**src/rtl/fifo_serial_tx_if.sv**
```systemverilog
// Read-port bundle between a first-word-fall-through FIFO and its consumer.
// The consumer (master) issues the pop strobe; the FIFO (slave) presents head word and empty flag.
interface fifo_serial_tx_if #(
   parameter int bits_per_word = 8
) ();
   logic                     empty;
   logic [bits_per_word-1:0] read_data;
   logic                     read;

   modport master (
      input  empty,
      input  read_data,
      output read
   );

   modport slave (
      output empty,
      output read_data,
      input  read
   );
endinterface

```
**src/rtl/fifo_serial_tx.sv**
```systemverilog
// Drains a FWFT FIFO and shifts each word out as an async serial frame
// (start bit, data LSB first, stop bit) with back-to-back frames while data remains.
module fifo_serial_tx #(
   parameter int bits_per_word = 8,
   parameter int clks_per_bit  = 4
) (
   input  logic              clk,
   input  logic              areset,
   fifo_serial_tx_if.master  fifo_rd,
   output logic              tx,
   output logic              busy,
   output logic              frame_done
);
   localparam int tick_w = (clks_per_bit  > 1) ? $clog2(clks_per_bit)  : 1;
   localparam int bit_w  = (bits_per_word > 1) ? $clog2(bits_per_word) : 1;
   localparam logic [tick_w-1:0] tick_last = tick_w'(clks_per_bit - 1);
   localparam logic [bit_w-1:0]  bit_last  = bit_w'(bits_per_word - 1);

   typedef enum logic [1:0] {IDLE, START, DATA, STOP} state_t;

   state_t                   state_reg, state_next;
   logic [bits_per_word-1:0] shift_reg, shift_next;
   logic [bits_per_word-1:0] shift_dn;
   logic [bit_w-1:0]         bit_cnt_reg, bit_cnt_next;
   logic [tick_w-1:0]        tick_cnt_reg, tick_cnt_next;
   logic                     tx_reg, tx_next;
   logic                     last_tick;
   logic                     last_stop;
   logic                     pop;

   genvar gi;
   generate
      for (gi = 0; gi < bits_per_word - 1; gi++) begin : g_shift
         assign shift_dn[gi] = shift_reg[gi+1];
      end
   endgenerate
   assign shift_dn[bits_per_word-1] = 1'b0;

   assign last_tick  = (tick_cnt_reg == tick_last);
   assign last_stop  = (state_reg == STOP) && last_tick;
   // Pop only at a frame boundary so a word arriving mid-frame waits its turn.
   assign pop        = ~areset & ~fifo_rd.empty & ((state_reg == IDLE) | last_stop);

   assign fifo_rd.read = pop;
   assign tx           = tx_reg;
   assign busy         = (state_reg != IDLE);
   assign frame_done   = last_stop;

   always_comb begin
      state_next    = state_reg;
      shift_next    = shift_reg;
      bit_cnt_next  = bit_cnt_reg;
      tick_cnt_next = last_tick ? '0 : tick_cnt_reg + tick_w'(1);
      tx_next       = 1'b1;

      case (state_reg)
         IDLE: tick_cnt_next = '0;
         START: begin
            if (last_tick) state_next = DATA;
         end
         DATA: begin
            if (last_tick) begin
               shift_next   = shift_dn;
               bit_cnt_next = bit_cnt_reg + bit_w'(1);
               if (bit_cnt_reg == bit_last) begin
                  bit_cnt_next = '0;
                  state_next   = STOP;
               end
            end
         end
         STOP: begin
            if (last_tick) state_next = IDLE;
         end
         default: state_next = IDLE;
      endcase

      if (pop) begin
         shift_next    = fifo_rd.read_data;
         tick_cnt_next = '0;
         bit_cnt_next  = '0;
         state_next    = START;
      end

      // Line level follows the state being entered, so tx flips exactly on bit boundaries.
      case (state_next)
         START:   tx_next = 1'b0;
         DATA:    tx_next = shift_next[0];
         default: tx_next = 1'b1;
      endcase
   end

   always_ff @(posedge clk) begin
      if (areset) begin
         state_reg    <= IDLE;
         shift_reg    <= '0;
         bit_cnt_reg  <= '0;
         tick_cnt_reg <= '0;
         tx_reg       <= 1'b1;
      end else begin
         state_reg    <= state_next;
         shift_reg    <= shift_next;
         bit_cnt_reg  <= bit_cnt_next;
         tick_cnt_reg <= tick_cnt_next;
         tx_reg       <= tx_next;
      end
   end
endmodule

```
**src/flat_wrapper.sv**
```systemverilog
// flat-port wrapper written by rule: the top's interface ports become plain ports
module fifo_serial_tx_flat 
#(
   parameter int bits_per_word = 8,
   parameter int clks_per_bit  = 4
)
  (clk, areset, tx, busy, frame_done, fifo_rd_empty, fifo_rd_read_data, fifo_rd_read);
  fifo_serial_tx_if #(.bits_per_word(bits_per_word)) fifo_rd_i ();
  input  logic clk;
  input  logic areset;
  output logic tx;
  output logic busy;
  output logic frame_done;
  input wire logic [$bits(fifo_rd_i.empty)-1:0] fifo_rd_empty;
  input wire logic [$bits(fifo_rd_i.read_data)-1:0] fifo_rd_read_data;
  output wire logic [$bits(fifo_rd_i.read)-1:0] fifo_rd_read;
  assign fifo_rd_i.empty = fifo_rd_empty;
  assign fifo_rd_i.read_data = fifo_rd_read_data;
  assign fifo_rd_read = fifo_rd_i.read;
  fifo_serial_tx #(.bits_per_word(bits_per_word), .clks_per_bit(clks_per_bit)) u_core (.clk(clk), .areset(areset), .fifo_rd(fifo_rd_i), .tx(tx), .busy(busy), .frame_done(frame_done));
endmodule
```
**config.mk**
```make
export PLATFORM = sky130hd
export DESIGN_NAME = fifo_serial_tx_flat
export DESIGN_NICKNAME = d
export VERILOG_FILES = /design/src/rtl/fifo_serial_tx_if.sv /design/src/rtl/fifo_serial_tx.sv /design/src/flat_wrapper.sv
export SDC_FILE = /design/constraint.sdc
export NUM_CORES = 1
export LEC_CHECK = 0
export CAP_MARGIN = 20
export CORE_MARGIN = 3
export CORE_UTILIZATION = 45
export DETAILED_ROUTE_END_ITERATION = 12
export PLACE_DENSITY = 0.69
export SYNTH_ARGS = -nofsm -noshare
export SYNTH_HDL_FRONTEND = slang
export SYNTH_SLANG_ARGS = --single-unit
```
**constraint.sdc**
```tcl
create_clock -name clk -period 1.85 [get_ports clk]
set_input_delay 0.2775 -clock clk [delete_from_list [all_inputs] [get_ports clk]]
set_output_delay 0.2775 -clock clk [all_outputs]
set_load 0.05 [all_outputs]
```
Run 1, metal 2:
Scale: 6 px per µm.
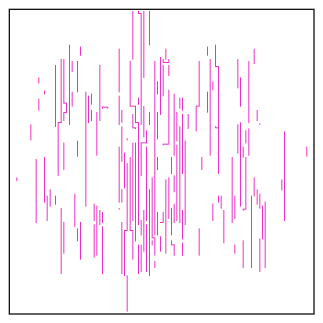
The layer holds 50% of the routed length. 94 nets have wire on it. The longest straight run is 28.9 µm.

Run 1, metal layers overlaid:
Scale: 8 px per µm.
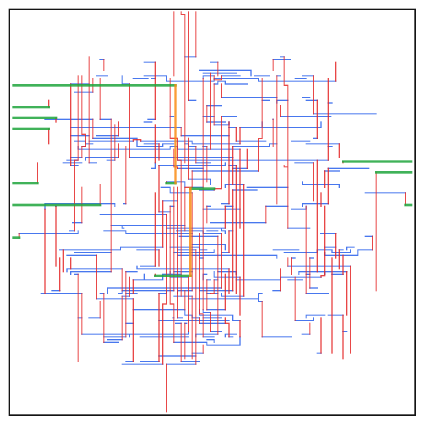
Blue stands for metal 1, wire length 781 µm. Green stands for metal 3, wire length 70.8 µm. Orange stands for metal 4, wire length 23.1 µm. Red stands for metal 2, wire length 889 µm.

Run 1, clock routing:
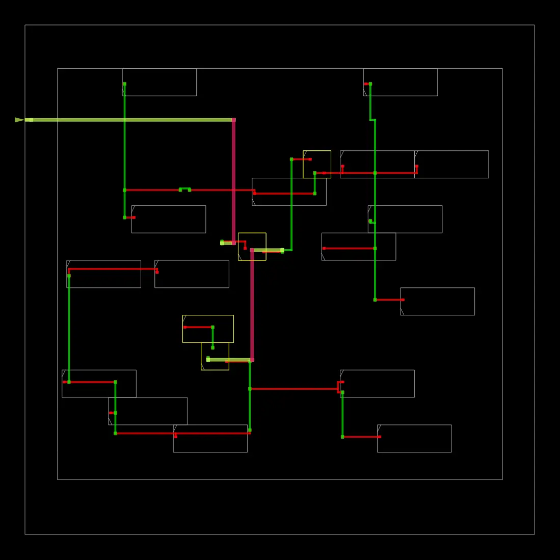
TritonCTS Buffers: 3
clock network power: 0.235 mW

run 1: cells in the final DEF, fill, tap and decap left out, types with 3 or more instances in the layout:
master and count:
sky130_fd_sc_hd__a211oi_2 7, sky130_fd_sc_hd__buf_4 5, sky130_fd_sc_hd__mux2i_1 8, sky130_fd_sc_hd__buf_12 3
sky130_fd_sc_hd__a211oi_1 7, sky130_fd_sc_hd__a21oi_1 3, sky130_fd_sc_hd__dfxtp_1 15, sky130_fd_sc_hd__nand2_1 5
sky130_fd_sc_hd__clkdlybuf4s50_1 11, sky130_fd_sc_hd__inv_1 4, sky130_fd_sc_hd__clkbuf_4 3
run 1: path summary, 6_finish.rpt:
kind | start | endpoint | cells after the start
worst max-delay path | u_core.tick_cnt_reg[0] | fifo_rd_read | 5
worst min-delay path | u_core.shift_reg[7] | u_core.shift_reg[7] | 2
worst max register to register | u_core.state_reg[0] | u_core.tx | 3
worst min register to register | u_core.shift_reg[7] | u_core.shift_reg[7] | 2
run 1: timing repair:
item | 4_1_cts | 5_1_grt
buffers inserted | 0 | 0
gates resized | 1 | 2
hold buffers | 0 | 0
endpoints found under the setup margin | 2 | 2
pin swaps | 0 | 0
run 1: through the flow:
step | cell area, µm² | util | setup WS (ps) | hold WS, ps | total power [mW]
finish | 1110 | 0.619 | 122 | 462 | 0.755
global route | 1110 | 0.619 | 16.2 | 477 | 0.790
CTS | 1100 | 0.613 | 59.9 | 447 | 0.761
detailed placement | 1060 | 0.591 | 196 | 427 | 0.526
global placement | 1060 | 0.591 | 208 | 412 | 0.523
floorplan | 893 | - | 286 | 394 | 0.472
run 1: worst max-delay path: stages, from the launching register on:
cell and delay [ps]:
sky130_fd_sc_hd__dfxtp_1 400, sky130_fd_sc_hd__ha_4 230, sky130_fd_sc_hd__nand3_2 90, sky130_fd_sc_hd__a21o_1 220, sky130_fd_sc_hd__inv_2 80, sky130_fd_sc_hd__buf_12 130
run 1: metal layers:
| metal | global-route usage | wire [µm] | vias up |
|---|---|---|---|
| li1 | - | - | 348 |
| met1 | 0.183 | 780 | 329 |
| met2 | 0.243 | 888 | 12 |
| met3 | 0.0475 | 70 | 4 |
| met4 | 0.0538 | 23 | 0 |
| met5 | 0 | 0 | - |
run 1: power by group through the flow:
| stage | clock network [mW] | logic, mW | registers (mW) |
|---|---|---|---|
| final | 0.235 | 0.143 | 0.377 |
| after global routing | 0.258 | 0.153 | 0.379 |
| after CTS | 0.243 | 0.142 | 0.376 |
| after detailed placement | 0 | 0.142 | 0.384 |
| after global placement | 0 | 0.140 | 0.383 |
| after floorplan | 0 | 0.0884 | 0.384 |
run 1: kinds of logic after synthesis:
| group | after synthesis | share of synthesized area |
|---|---|---|
| AND-OR/OR-AND | 25 | 0.251 |
| XOR/XNOR | 1 | 0.00981 |
| adder cells (fa/ha/maj) | 3 | 0.0420 |
| buffers and inverters | 13 | 0.101 |
| flip-flops | 16 | 0.359 |
| multiplexers | 8 | 0.0896 |
| AND/OR/NAND/NOR | 19 | 0.148 |
run 1: area by class of cell:
class,count,area share
inverter,6,0.0202
tap,25,0.0281
multi-input combinational,56,0.444
clock buffer,4,0.0325
timing repair buffer,19,0.186
sequential,16,0.288
==> results.sh, run 1 <==
# flow metrics
export IMPL_outcome="finished, final reports clean"
export IMPL_row_count=15
export IMPL_synth_lib_cells_used_distinct=31
export IMPL_worst_slew_pin_slew_ps=491
export IMPL_cellLeakagePower_nw=0.493
export IMPL_total_net_switching_power_mw=0.199
export IMPL_groute_usage_overall=0.149
export IMPL_dp_cells=122
export IMPL_h_tree_depth=1
export IMPL_ys_flops=16
export IMPL_synthesis_area_um2=893
export IMPL_grt_max_degree=15
export IMPL_tns_ps=0
export IMPL_clock_root_buffer="sky130_fd_sc_hd__clkbuf_4"
export IMPL_grt_overflow=0
export IMPL_portBuffers=14
export IMPL_cts_tree="yes"
export IMPL_synth_nets=99
export IMPL_common_cells="sky130_fd_sc_hd__dfxtp_1, sky130_fd_sc_hd__mux2i_1, sky130_fd_sc_hd__a211oi_1, sky130_fd_sc_hd__a211oi_2"
export IMPL_synth_top_cell_by_area="sky130_fd_sc_hd__dfxtp_1"
export IMPL_grt_antenna_before_repair=0
export IMPL_powerDensity_nw_per_um2=677
export IMPL_instances_no_fill=126
export IMPL_log_warning_count=26
export IMPL_synth_chip_area_um2=893
export IMPL_min_delay_path_class="reg2reg"
export IMPL_yosys_cells=85
export IMPL_synth_async_reset_ratio=0
export IMPL_fp_dieW_um=50.6
export IMPL_yosys_warnings=0
export IMPL_drt_pass1_iter_count=4
export IMPL_portion_of_total_power_attributed_to_combinational_logic=0.189
export IMPL_drcViolationCount=0
export IMPL_core_box_area_um2=1800
export IMPL_end_kind="output pin"
export IMPL_area_growth_syn_to_layout_pct=24.8
export IMPL_drt_antenna_violating_nets=0
export IMPL_fin_crit_ps=1730
export IMPL_synthTopCellsByArea="sky130_fd_sc_hd__dfxtp_1, sky130_fd_sc_hd__a211oi_2, sky130_fd_sc_hd__mux2i_1, sky130_fd_sc_hd__buf_6, sky130_fd_sc_hd__a211oi_1"
export IMPL_ant_diodes=0
export IMPL_setup_worst_path_class="reg2out"
export IMPL_max_cap_viol_count=0
export IMPL_cp_required_ps=1570
export IMPL_startpoint_type="register"
export IMPL_floorplan_io_pins=15
export IMPL_grt_setup_unrepaired="false"
export IMPL_first_pass_grt_wire_length_mm=2.85
export IMPL_power_switching_share=0.264
export IMPL_finalHoldViolations=0
export IMPL_design_final_nets=116
export IMPL_power_report_internal_total_mw=0.556
export IMPL_routed_wl_mm=1.76
export IMPL_area_sequential_um2=322
export IMPL_maximum_root_to_sink_buffer_count=2
export IMPL_max_vdd_ir_drop_uv=414
export IMPL_post_synth_top_count_cell="sky130_fd_sc_hd__dfxtp_1"
export IMPL_regToRegSetupSlack_ps=320
export IMPL_gp_routability_congestion=0.720
export IMPL_chip_area_um2=2560
export IMPL_final_comb_area_um2=495
export IMPL_first_global_vias=650
export IMPL_fillers=167
export IMPL_slew_violations=0
export IMPL_fin_crit_sh=0.934
Run 1, floorplan with the power grid:
Scale: 8 px per µm. Pins as bars on the die edge. Tap cells in gray.
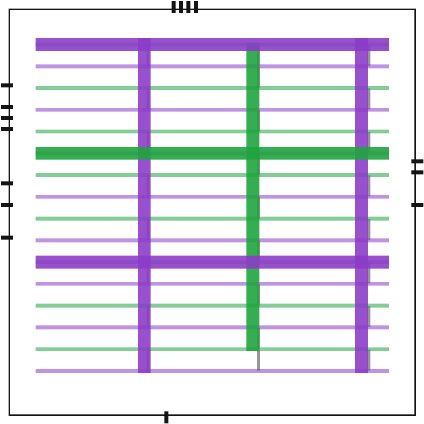

--- run 2 (diff from run 1) ---
--- a/config.mk
+++ b/config.mk
@@ -9,7 +9,9 @@
 export CORE_MARGIN = 3
 export CORE_UTILIZATION = 45
 export DETAILED_ROUTE_END_ITERATION = 12
-export PLACE_DENSITY = 0.69
+export DONT_BUFFER_PORTS = 1
+export GPL_TIMING_DRIVEN = 0
+export RECOVER_POWER = 25
 export SYNTH_ARGS = -nofsm -noshare
 export SYNTH_HDL_FRONTEND = slang
 export SYNTH_SLANG_ARGS = --single-unit
Run 2, floorplan with the power grid:
Scale: 8 px per µm. Pins as bars on the die edge. Tap cells in gray.
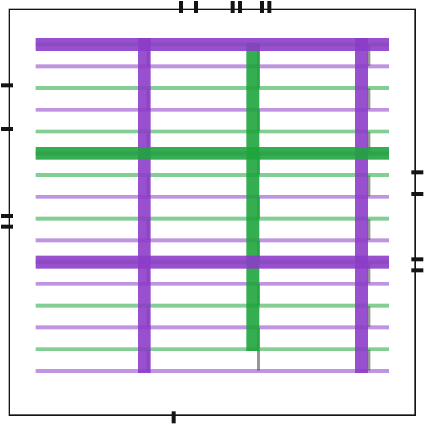
Green stands for VDD. Purple stands for VSS.
3 straps on met5. 3 straps on met4.

==> results.sh, run 2 <==
# flow metrics
export IMPL_outcome="finished, final reports clean"
export IMPL_post_synth_inst_count=85
export IMPL_grt_most_used_layer="met2"
export IMPL_wire_length_per_cell_um=13.6
export IMPL_h_tree_depth=1
export IMPL_clock_root_buffer="sky130_fd_sc_hd__clkbuf_4"
export IMPL_gr_usage_met1=0.176
export IMPL_synth_nets=99
export IMPL_synth_edff_count=0
export IMPL_min_delay_path_class="in2reg"
export IMPL_timing_clock_skew_ps=6.14
export IMPL_layout_top_cell_excl_fill_tap="sky130_fd_sc_hd__dfxtp_1"
export IMPL_setup_worst_path_class="reg2out"
export IMPL_post_synth_top_count_cell="sky130_fd_sc_hd__dfxtp_1"
export IMPL_cts_inserted_buffers=3
export IMPL_regToRegSetupSlack_ps=180
export IMPL_rr_startpoint="u_core.tick_cnt_reg[0]"
export IMPL_end_kind="output pin"
export IMPL_leading_cell_types_in_the_layout_fill_and_taps_excluded="sky130_fd_sc_hd__dfxtp_1, sky130_fd_sc_hd__mux2i_1, sky130_fd_sc_hd__a211oi_1, sky130_fd_sc_hd__a211oi_2, sky130_fd_sc_hd__buf_6"
export IMPL_critPathLaunch="u_core.tick_cnt_reg[0]"
export IMPL_global_route_usage_met2=0.211
export IMPL_log_warning_count=26
export IMPL_first_global_vias=591
export IMPL_clk_transition_reported_paths_ps=90
export IMPL_chip_area_um2=2560
export IMPL_worst_path_max_delay_cell="sky130_fd_sc_hd__dfxtp_1"
export IMPL_max_vdd_ir_drop_uv=343
export IMPL_startpoint_type="register"
export IMPL_finalInstanceArea_um2=980
export IMPL_maximum_root_to_sink_buffer_count=2
export IMPL_fp_dieW_um=50.6
export IMPL_synth_top_cell_by_area="sky130_fd_sc_hd__dfxtp_1"
export IMPL_yosys_warnings=0
export IMPL_slew_violations=0
export IMPL_worst_slew_pin_slew_ps=618
export IMPL_vias_per_cell=5.67
export IMPL_drt_iter0_drc=2
export IMPL_cp_required_ps=1570
export IMPL_critical_path_depth=6
export IMPL_grt_antenna_before_repair=0
export IMPL_fmax_mhz=565
export IMPL_ff2ff_path_depth=6
export IMPL_worst_path_most_repeated_cell="sky130_fd_sc_hd__buf_6"
export IMPL_r2r_end="u_core.bit_cnt_reg[1]"
export IMPL_synth_lib_cells_used_distinct=31
export IMPL_grt_overflow=0
export IMPL_first_pass_grt_wire_length_mm=2.67
export IMPL_hpwlAfterDp_mm=1.09
export IMPL_worst_ep_arrival_time_ps=1490
export IMPL_layout_core_utilization=0.544
export IMPL_synthTopCellsByArea="sky130_fd_sc_hd__dfxtp_1, sky130_fd_sc_hd__a211oi_2, sky130_fd_sc_hd__mux2i_1, sky130_fd_sc_hd__buf_6, sky130_fd_sc_hd__a211oi_1"
export IMPL_grt_max_degree=11
export IMPL_fin_crit_sh=0.956
export IMPL_row_count=15
export IMPL_worst_skew_pair_late_latency_ps=290
export IMPL_fin_crit_ps=1770
export IMPL_cellLeakagePower_nw=0.441
export IMPL_cts_tree="yes"
export IMPL_tns_ps=0
export IMPL_synth_async_reset_ratio=0
export IMPL_common_cells="sky130_fd_sc_hd__dfxtp_1, sky130_fd_sc_hd__mux2i_1, sky130_fd_sc_hd__a211oi_1, sky130_fd_sc_hd__a211oi_2"
export IMPL_ys_flops=16
export IMPL_dp_cells=110
export IMPL_max_slew_margin=0.588
export IMPL_crit_path_cell_trace="ha_1, buf_6, nand3_4, a21o_1, buf_6, inv_8"
export IMPL_ant_diodes=0
export IMPL_avgSynthCellArea_um2=10.5
export IMPL_floorplan_io_pins=15
export IMPL_crit_fanout=9
export IMPL_timing_critical_path_buf_inv=3
export IMPL_synth_chip_area_um2=893
export IMPL_max_cap_viol_count=0
export IMPL_gp_routability_congestion=0.715
export IMPL_finalHoldViolations=0
export IMPL_yosys_area_top_type_share=0.359
export IMPL_design_final_nets=106
export IMPL_routed_wl_mm=1.56
export IMPL_final_layout_size_suffix_gt1_frac=0.267
export IMPL_drt_antenna_violating_nets=0
export IMPL_detailroute_via_count=652
export IMPL_area_growth_syn_to_layout_pct=9.66
export IMPL_yosys_cells=85
export IMPL_powerDensity_nw_per_um2=679
export IMPL_core_box_area_um2=1800
export IMPL_instances_no_fill=115
export IMPL_cp_endpoint="fifo_rd_read"
export IMPL_drcViolationCount=0
export IMPL_critical_path_top_delay_family="buffers and inverters"
export IMPL_dpl_cell_area_um2=925
export IMPL_setup_viol=0
export IMPL_groute_usage_overall=0.138
export IMPL_clkSinkCount=16
export IMPL_share_of_synthesized_area_occupied_by_flip_flops_and_latches=0.359
export IMPL_synthesis_area_um2=893
export IMPL_initial_utilization=0.496
export IMPL_fin_total_pwr_mw=0.665
export IMPL_drt_pass1_iter_count=3
export IMPL_largest_reg_flops=8
export IMPL_portBuffers=0
export IMPL_cp_peak_stage_delay_ps=350
export IMPL_dominantRegCellSynth="sky130_fd_sc_hd__dfxtp_1"
export IMPL_die_height_um=50.6
export IMPL_postCtsHoldBufs=0
export IMPL_met3_demand_to_capacity_share_in_global_routing=0.0415
-- run 2: cell counts after synthesis --
No cell type changed its count.
-- run 2: routing by layer --
metal | wire [µm] | vias to the layer above
li1 | - | 326
met1 | 727 | 310
met2 | 716 | 11
met3 | 78 | 5
met4 | 37 | 0
met5 | 0 | -
-- run 2: stage by stage --
stage / hold WS, ps / worst slack (ps)
detailed placement: 403 / 165
floorplan: 394 / 286
finish: 111 / 80.6
global route: 114 / -3.56
CTS: 104 / 8.86
global placement: 399 / 191
-- run 2: where the power goes --
group / internal [mW] / switching [mW]
Sequential: 0.363 / 0.0148
Clock: 0.0756 / 0.107
Combinational: 0.0425 / 0.0625
Total: 0.481 / 0.185
-- run 2: how the worst min path moves through the flow --
stage / from / endpoint / slack (ps) / depth (start not counted)
2_1_floorplan: fifo_rd_read_data[7] / u_core.shift_reg[7] / 390 / 1
5_1_grt: fifo_rd_read_data[7] / u_core.shift_reg[7] / 110 / 1
6_report: fifo_rd_read_data[7] / u_core.shift_reg[7] / 110 / 1
3_5_place_dp: fifo_rd_read_data[7] / u_core.shift_reg[7] / 400 / 1
3_3_place_gp: fifo_rd_read_data[7] / u_core.shift_reg[7] / 400 / 1
4_1_cts: fifo_rd_read_data[7] / u_core.shift_reg[7] / 100 / 1
-- run 2: timing repair --
action / in CTS / in global routing
gates resized: 4 / 3
cloned: 0 / 0
hold endpoints to repair: 0 / 0
pin swaps: 0 / 0
buffers inserted: 0 / 2
endpoints found under the setup margin: 1 / 1
-- run 2: final cells by class --
class,instances,area (µm²)
fill,180,822
buffer,7,71.3
timing repair buffer,2,11.3
tap,25,31.3
multi-input combinational,56,490
clock buffer,3,22.5
sequential,16,320
inverter,6,32.5
-- run 2: kinds of logic (layout without fill, tap and decap cells) --
group,Yosys count,count (layout),synth area share
AND-OR/OR-AND,25,25,0.251
XOR/XNOR,1,1,0.00981
adder cells (fa/ha/maj),3,3,0.0420
buffers and inverters,13,18,0.101
flip-flops,16,16,0.359
multiplexers,8,8,0.0896
AND/OR/NAND/NOR,19,19,0.148
-- run 2: worst register-to-register path, stage by stage, from the launching register on --
cell and delay [ps]:
sky130_fd_sc_hd__dfxtp_1 350, sky130_fd_sc_hd__ha_1 160, sky130_fd_sc_hd__buf_6 110, sky130_fd_sc_hd__clkbuf_1 280, sky130_fd_sc_hd__nand3b_4 160, sky130_fd_sc_hd__or3b_1 390
sky130_fd_sc_hd__a21oi_1 150
Power figures rest on the tool's default switching activity, not on a simulated workload.
